`src/rtl/exe_mul_iter.sv`:
```
`default_nettype none
// ============================================================================
// Module   : exe_mul_iter
// Purpose  : Iterative 32x32 signed/unsigned multiplier for the EXE stage.
//            Retires ITER_BITS multiplier bits per cycle, applies the sign in
//            a final FIX cycle and holds the 64-bit product in HI/LO.
// Revision : 1.0  initial release
// ============================================================================
module exe_mul_iter #(
  parameter int ITER_BITS = 2   // 1, 2 or 4 multiplier bits per CALC cycle
) (
  input  logic        clk,
  input  logic        resetn,
  input  logic        MUL_Start,
  input  logic        MUL_Signed,
  input  logic        MUL_Flush,
  input  logic        MUL_Hold,
  input  logic [31:0] EXE_ResultA,
  input  logic [31:0] EXE_ResultB,
  output logic        MUL_Busy,
  output logic        MUL_Done,
  output logic [31:0] MUL_Out,
  output logic [31:0] MUL_Hi,
  output logic [31:0] MUL_Lo
);

  localparam int         N        = 32 / ITER_BITS;
  localparam logic [5:0] CNT_LAST = 6'(N - 1);

  typedef enum logic [1:0] {
    S_IDLE = 2'd0,
    S_CALC = 2'd1,
    S_FIX  = 2'd2,
    S_DONE = 2'd3
  } state_t;

  state_t         state_q, state_d;
  logic [63:0]    acc_q;
  logic [31:0]    mcand_q;
  logic [31:0]    mplier_q;
  logic           neg_q;
  logic [5:0]     cnt_q;
  logic [31:0]    hi_q;
  logic [31:0]    lo_q;

  logic           start_ok;
  logic [31:0]    abs_a;
  logic [31:0]    abs_b;
  logic [ITER_BITS-1:0] digit;
  logic [6:0]     shamt;
  logic [63:0]    partial;
  logic [63:0]    addend;
  logic [63:0]    final_acc;

  // A start is accepted only from IDLE and only when no flush is pending.
  assign start_ok = (state_q == S_IDLE) && MUL_Start && !MUL_Flush;

  // Signed operands are converted to magnitudes; 0x80000000 stays 0x80000000.
  assign abs_a = (MUL_Signed && EXE_ResultA[31]) ? (32'd0 - EXE_ResultA) : EXE_ResultA;
  assign abs_b = (MUL_Signed && EXE_ResultB[31]) ? (32'd0 - EXE_ResultB) : EXE_ResultB;

  // Partial product of the current multiplier digit, aligned to its weight.
  assign digit     = mplier_q[ITER_BITS-1:0];
  assign shamt     = 7'(cnt_q) * 7'(ITER_BITS);
  assign partial   = {32'd0, mcand_q} * 64'(digit);
  assign addend    = partial << shamt;
  assign final_acc = neg_q ? (64'd0 - acc_q) : acc_q;

  // Result is exposed only through the registered HI/LO copies.
  assign MUL_Done = (state_q == S_DONE);
  assign MUL_Hi   = hi_q;
  assign MUL_Lo   = lo_q;
  assign MUL_Out  = lo_q;

  // State register with synchronous active-low reset.
  always_ff @(posedge clk) begin
    if (!resetn) state_q <= S_IDLE;
    else         state_q <= state_d;
  end

  // Next-state and busy decode; flush overrides every transition.
  always_comb begin
    state_d  = state_q;
    MUL_Busy = 1'b0;
    case (state_q)
      S_IDLE: begin
        if (start_ok) begin
          state_d  = S_CALC;
          MUL_Busy = 1'b1;
        end
      end
      S_CALC: begin
        MUL_Busy = 1'b1;
        if (cnt_q == CNT_LAST) state_d = S_FIX;
      end
      S_FIX: begin
        MUL_Busy = 1'b1;
        state_d  = S_DONE;
      end
      S_DONE: begin
        if (!MUL_Hold) state_d = S_IDLE;
      end
      default: state_d = S_IDLE;
    endcase
    if (MUL_Flush) state_d = S_IDLE;
  end

  // Datapath: operand latch, shift-add iterations, sign fix and result capture.
  always_ff @(posedge clk) begin
    if (!resetn) begin
      acc_q    <= 64'd0;
      mcand_q  <= 32'd0;
      mplier_q <= 32'd0;
      neg_q    <= 1'b0;
      cnt_q    <= 6'd0;
      hi_q     <= 32'd0;
      lo_q     <= 32'd0;
    end else begin
      case (state_q)
        S_IDLE: begin
          if (start_ok) begin
            mcand_q  <= abs_a;
            mplier_q <= abs_b;
            neg_q    <= MUL_Signed & (EXE_ResultA[31] ^ EXE_ResultB[31]);
            acc_q    <= 64'd0;
            cnt_q    <= 6'd0;
          end
        end
        S_CALC: begin
          if (!MUL_Flush) begin
            acc_q    <= acc_q + addend;
            mplier_q <= mplier_q >> ITER_BITS;
            cnt_q    <= cnt_q + 6'd1;
          end
        end
        S_FIX: begin
          // An aborted operation must never reach the result registers.
          if (!MUL_Flush) begin
            acc_q <= final_acc;
            hi_q  <= final_acc[63:32];
            lo_q  <= final_acc[31:0];
          end
        end
        default: ;
      endcase
    end
  end

endmodule
`default_nettype wire

```
`config.mk`:
```
export PLATFORM = sky130hd
export DESIGN_NAME = exe_mul_iter
export DESIGN_NICKNAME = d
export VERILOG_FILES = /design/src/rtl/exe_mul_iter.sv
export SDC_FILE = /design/constraint.sdc
export NUM_CORES = 1
export LEC_CHECK = 0
export CORE_MARGIN = 2
export CORE_UTILIZATION = 41
export DETAILED_ROUTE_END_ITERATION = 10
export PLACE_DENSITY_LB_ADDON = 0.25
export SLEW_MARGIN = 10
export SYNTH_ARGS = -nofsm -noshare
export SYNTH_HDL_FRONTEND = slang
export SYNTH_SLANG_ARGS = --single-unit
```
`constraint.sdc`:
```
create_clock -name clk -period 5.8 [get_ports clk]
set_input_delay 1.16 -clock clk [delete_from_list [all_inputs] [get_ports clk]]
set_output_delay 1.16 -clock clk [all_outputs]
set_load 0.01 [all_outputs]
```
**Run 1: congestion heat map**

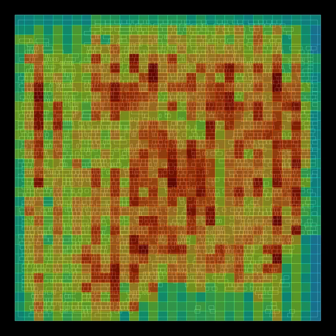
grt met3 use: 2.46%
Overall Global Routing Usage: 27.2%
detailed-route wire length per cell: 19.3 um

**Run 1: logic cells by family**

(2 px per um)
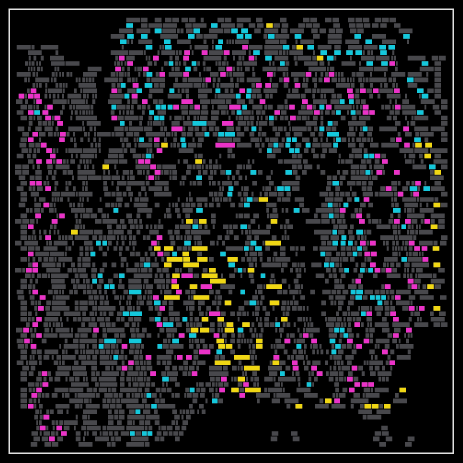
[xor and xnor cells] magenta | cells: 204 | most used: xnor2_1 | where: all over the die
[non-inverting ao/oa cells] cyan | cells: 202 | most used: a21o_1
[mux cells] yellow | cells: 70 | most used: mux2i_1
non-filler instance count after layout: 3639
dominant logic cell type in the layout: sky130_fd_sc_hd__buf_4
share of cell area taken by multi-input logic gates: 59.5%

**Run 1: close-up of the layout**

Region (96, 140) to (126, 170) um. Cells in gray, sequential cells in the stronger gray; small squares are vias.
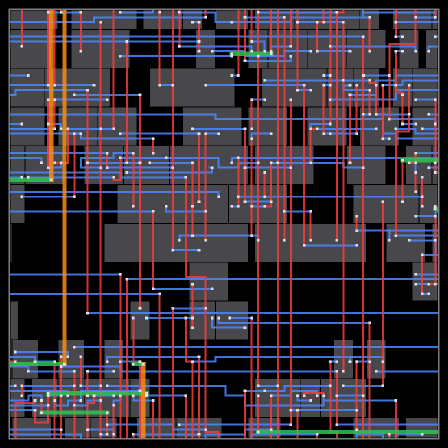
[metal 2] red
[metal 3] green
[metal 4] orange
[metal 1] blue
most frequent: buf_4 (15), nor2_1 (8), o21ai_0 (6)
sequential cells in the window: 0
cells with their middle in the window: 63

==> Table 3: Implementation characteristics, run 1 <==
Table: implementation figures

Parameter                              Value

Placement
  Post-Place Cells .................. 3561
  Port buffer count .................. 167

Logic synthesis
  Yosys warning total .................. 0
  Dominant flop cell .................. sky130_fd_sc_hd__dfxtp_1
  Avg Cell Area, Syn .................. 7.43 sq um
  Portion of the post-synthesis area used by sequential elements .................. 20.8%
  Flops after synth .................. 201
  Synthesized net count .................. 2780
  Gate count of the mapped netlist .................. 2606
  Count of library flops with an enable pin .................. 0

Final layout
  FF+latch area .................. 4030 sq um
  Synthesis-to-finish area growth .................. 35.7%
  Number of nets in the final layout .................. 3188
  Fill cells .................. 4379
  ANT cells .................. 0

GRT
  Antenna violations before repair .................. 0
  First-pass GRT wire length .................. 110 mm
  Largest net degree at the start of global routing .................. 100
  Number of global-route vias before repair .................. 20549
  Total overflow reported by the global router .................. 0

Status
  Violations in the final reports .................. negative setup slack
  Status .................. finished with violations

Route
  Wire length on met2 .................. 33.3 mm
  DRC violation count after routing .................. 0
  Final wirelength .................. 70.1 mm
  Via Count .................. 21162
  Post-detailed-route count of antenna-violating nets .................. 0

Timing
  Fin. Hold Viols .................. 0
  Max Transition Viols Final .................. 0
  Worst clock skew on the final layout .................. 0.0146 ns
  Fin worst setup slack .................. -0.264 ns
  Max frequency .................. 165 MHz
  Setup-failing EPs final .................. 21
  Fraction of the cycle the final worst path needs .................. 105%

Flow run
  Max-cap violations .................. 0

Clock tree
  Clock input transition at the sequential cells of the worst setup and hold paths .................. 0.06 ns
  Source-to-sink clock delay at the later pin of the worst-skew pair .................. 0.55 ns
  Number of buffers added to fix hold violations after cts .................. 0

Setup path
  Worst r2r src .................. mplier_q[1]$_SDFFE_PN0P_
  Nature of the critical path startpoint .................. flip-flop
  Endpoint required time on the critical path .................. 6.24 ns
  Critical path class .................. flip-flop to flip-flop
  Stage delay of the slowest cell on the critical path .................. 0.58 ns

Floorplanning
  Placement row count .................. 79
  Area of the core region .................. 46600 sq um
  Chip footprint .................. 49000 sq um
  Die Y-Extent .................. 221 um
  Overall die width .................. 221 um
  I/O pins .................. 168

Worst hold path
  Hold path startpoint .................. mplier_q[3]$_SDFFE_PN0P_
  Worst hold path depth .................. 2
  WHS Endpoint .................. mplier_q[3]$_SDFFE_PN0P_
  Kind of path behind the tightest hold check .................. flip-flop to flip-flop

Pwr
  Leak pwr .................. 11.4 nW
  Power per cell area .................. 132 nW/um^2
  Worst VDD drop .................. 0.000231 V
[run 1: what timing repair did]
action / in CTS / in global routing
resized: 136 / 144
buffers inserted: 16 / 16
setup endpoints to repair: 37 / 41
pin swaps: 59 / 75
cloned: 0 / 1
[run 1: area by class of cell]
class | instances | area share, %
clock inverter | 15 | 0.438
sequential | 201 | 15.4
timing repair buffer | 579 | 18.5
tap | 607 | 2.89
multi-input combinational | 2151 | 59.5
clock buffer | 30 | 2.53
inverter | 56 | 0.805
[run 1: state kept, by name, summed over array words and instances (netlist names)]
signal,cells
mplier_q,32
neg_q,1
mcand_q,32
MUL_Hi,32
state_q,2
cnt_q,6
acc_q,64
MUL_Lo,32
[run 1: cells by family (layout without fill, tap and decap cells)]
group / after synthesis / in the layout / synth area share, %
flip-flops: 201 / 201 / 20.8
multiplexers: 70 / 70 / 4.38
adder cells (fa/ha/maj): 104 / 104 / 6.80
XOR/XNOR: 204 / 204 / 9.23
AND-OR/OR-AND: 853 / 853 / 30.2
AND/OR/NAND/NOR: 920 / 920 / 22.9
buffers and inverters: 254 / 680 / 5.64
[run 1: worst max-delay path: cells and delay by family, from the launching register on]
family                     cells  cell delay, ns
DFF                            1            0.37
adders and majority gates      2            0.60
buffers and inverters          6            0.79
AOI/OAI and AO/OA             12            2.41
muxes                          1            0.12
and+or+nand+nor                6            1.45
xor gates and xnor gates       1            0.18
[run 1: placed cells by master (no fill, tap or decap), drive strengths merged, types with 50 or more instances in the layout]
cell type	count
a21o	90
a21oi	216
and2	77
buf	412
clkdlybuf4s50	166
dfxtp	201
ha	102
inv	54
nand2	310
nor2	233
nor3	50
o21ai	166
xnor2	117
xor2	87
[run 1: synthesized netlist by cell type, drive strengths merged (30+ instances only)]
cell	n	area, sq um
nand2	310	1160
nor2	233	885
a21oi	216	1100
dfxtp	201	4020
o21ai	166	831
clkbuf	129	484
xnor2	117	1020
ha	102	1280
a21o	90	676
xor2	87	762
and2	77	482
buf	69	398
inv	53	199
nor3	50	250
mux2i	49	507
o211a	46	468
a211oi	44	340
nor2b	36	225
nand3	34	175
or3	30	193
[run 1: through the flow]
step | setup WS, ns | area, sq um | TNS, ns | power (mW) | util [%]
floorplan | -0.0190 | 19400 | -0.0190 | 1.74 | -
global placement | -0.701 | 23800 | -12.23 | 1.96 | 51.1
detailed placement | -0.756 | 23800 | -14.76 | 1.97 | 51.1
CTS | -0.284 | 25400 | -2.94 | 3.50 | 54.5
global route | -0.510 | 26300 | -9.36 | 3.62 | 56.4
finish | -0.264 | 26300 | -3.34 | 3.48 | 56.4
[run 1: report_power, final]
part	internal (mW)	switching, mW	leakage [nW]
Combinational	0.239	0.293	9.41
Sequential	1.41	0.0250	1.63
Clock	0.862	0.646	0.385
[run 1: metal layers]
layer,vias up,GRT usage (%)
li1,10315,-
met1,10055,34.0
met2,641,47.5
met3,151,2.46
met4,0,12.3
met5,-,0
**Run 1: signal wires by layer**

(1.5 px per um) Two of the layers only.
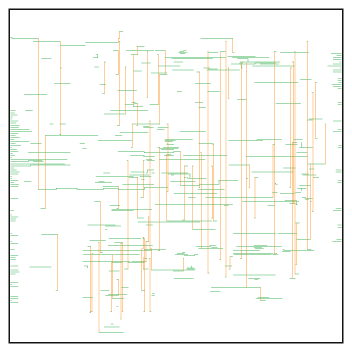

## Run 2: what changed since run 1
--- a/config.mk
+++ b/config.mk
@@ -13,3 +13,4 @@
 export SYNTH_ARGS = -nofsm -noshare
 export SYNTH_HDL_FRONTEND = slang
 export SYNTH_SLANG_ARGS = --single-unit
+export TNS_END_PERCENT = 10
**Run 2: signal wires by layer**

(1.5 px per um) Two of the layers only.
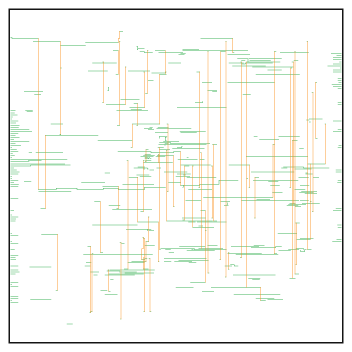
[metal 4] orange | wire length: 3330 um
[metal 3] green | wire length: 3440 um
Overall Global Routing Usage: 27.1%
Via Count: 21235
final wirelength: 69.8 mm

==> run 2 against run 1 <==
Effect of this change:
- the flow still finishes with violations (negative setup slack)
- via count grew 0.34%
- clock skew increased by 0.0010 ns
- first-iteration DRC count rose by 1.2%
- critical path type unchanged
- largest cell class unchanged
==> Table 3: Implementation characteristics, run 2 <==
Table: implementation figures

Parameter                              Value

Setup path
  Stage delay of the slowest cell on the critical path .................. 0.56 ns
  Nature of the critical path startpoint .................. flip-flop
  Critical path class .................. flip-flop to flip-flop
  Endpoint required time on the critical path .................. 6.24 ns

Timing
  Max frequency .................. 164 MHz
  Fin worst setup slack .................. -0.307 ns
  Fin. Hold Viols .................. 0
  Setup-failing EPs final .................. 24

Final layout
  Synthesis-to-finish area growth .................. 33.9%
  Fill cells .................. 4412
  Fin area .................. 25900 sq um
  Number of nets in the final layout .................. 3182
  End-of-flow core utilization .................. 55.6%

Placement
  Port buffer count .................. 167
  Worst setup timing slack at the placement stage .................. -0.756 ns

Status
  Status .................. finished with violations
  Violations in the final reports .................. negative setup slack

Route
  DRC violation count after routing .................. 0
  Wire length on met2 .................. 33.4 mm

Logic synthesis
  Share of the synthesized netlist area taken by xor and xnor gates .................. 9.23%
  Most common cell in the synthesized netlist .................. sky130_fd_sc_hd__nand2_1
  Count of library flops with an enable pin .................. 0
  Most common library cells after synthesis .................. 310 x sky130_fd_sc_hd__nand2_1, 231 x sky130_fd_sc_hd__nor2_1, 212 x sky130_fd_sc_hd__a21oi_1
  Synthesized net count .................. 2780
  Complex-gate fraction of the synthesized area .................. 30.2%
  Portion of the post-synthesis area used by sequential elements .................. 20.8%

Pwr
  Reg power frac .................. 41.4%
  Proportion of power drawn by combinational gates .................. 15.2%
  Power per cell area .................. 134 nW/um^2
  Worst VDD drop .................. 0.000241 V
  Clock power share .................. 43.4%
  Leak pwr .................. 11.3 nW

GRT
  Total overflow reported by the global router .................. 0

Clock tree
  Number of buffers added to fix hold violations after cts .................. 0

Floorplanning
  Overall die width .................. 221 um
  Area of the core region .................. 46600 sq um

Worst hold path
  Kind of path behind the tightest hold check .................. flip-flop to flip-flop
**Run 2: logic cells by family**

(2 px per um)
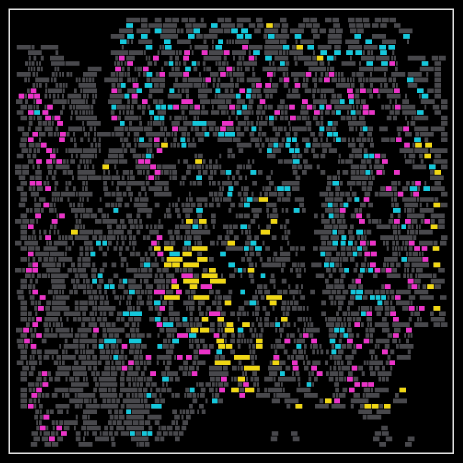
[mux cells] yellow | cells: 70 | most used: mux2i_1
[non-inverting ao/oa cells] cyan | cells: 202 | most used: a21o_1
[xor and xnor cells] magenta | cells: 204 | most used: xnor2_1 | where: all over the die
share of cell area taken by multi-input logic gates: 59.2%
non-filler instance count after layout: 3633

## run 2: netlist changes by cell type in the layout (fill, tap and decap cells not counted), sizes merged
cell,previous run,this run
buf,412,406
## run 2: stage by stage
stage	TNS, ns	hold WS (ns)	cells	power (mW)
finish	-4.09	0.454	3633	3.48
global route	-11.50	0.471	3633	3.61
CTS	-2.95	0.454	3617	3.50
detailed placement	-14.76	0.447	3561	1.97
global placement	-12.23	0.442	3561	1.96
floorplan	-0.0190	0.436	2606	1.74
## run 2: path summary, 6_finish.rpt
path,cells past startpoint,startpoint,slack [ns],endpoint
setup / recovery,28,mplier_q[1]$_SDFFE_PN0P_,-0.31,acc_q[54]$_SDFFE_PN0P_
hold / removal,2,mplier_q[3]$_SDFFE_PN0P_,0.45,mplier_q[3]$_SDFFE_PN0P_
setup reg to reg,28,mplier_q[1]$_SDFFE_PN0P_,-0.31,acc_q[54]$_SDFFE_PN0P_
hold reg to reg,2,mplier_q[3]$_SDFFE_PN0P_,0.45,mplier_q[3]$_SDFFE_PN0P_
## run 2: logic make-up (layout without fill, tap and decap cells)
logic type / after synthesis / count (layout)
AND/OR/NAND/NOR: 920 / 920
AND-OR/OR-AND: 853 / 853
buffers and inverters: 254 / 674
adder cells (fa/ha/maj): 104 / 104
flip-flops: 201 / 201
XOR/XNOR: 204 / 204
multiplexers: 70 / 70
## run 2: worst max-delay path: cells and delay by family (launching register included)
family          cells  cell delay (ns)
simple gates        5             1.37
xor+xnor            1             0.22
flops               1             0.37
compound gates     13             2.59
buf+inv             6             0.70
mux                 1             0.13
fa+ha+maj           2             0.60
## run 2: layer usage
metal	vias to the layer above	GRT usage, %
li1	10305	-
met1	10128	34.0
met2	659	47.5
met3	143	2.40
met4	0	11.6
met5	-	0
## run 2: power by group through the flow
stage,clock network (mW),logic [mW],registers (mW)
after floorplan,0,0.284,1.46
after global placement,0,0.491,1.47
after detailed placement,0,0.499,1.47
after CTS,1.55,0.511,1.44
after global routing,1.59,0.574,1.44
final,1.51,0.528,1.44
## run 2: final cells by class
type                    instances  area share (%)
multi-input cells            2151            59.2
repair buffers                573            18.5
flip-flops and latches        201            15.6
well taps                     607            2.93
clock buffers                  30            2.56
inverters                      56           0.816
clock inverters                15           0.444
## run 2: what timing repair did
item / 4_1_cts / 5_1_grt
gates resized: 116 / 103
pin swaps: 52 / 61
setup buffers: 11 / 15
endpoints found under the setup margin: 37 / 42
cloned: 0 / 1
No activity file was given, so power comes from the tool's default toggle rates.
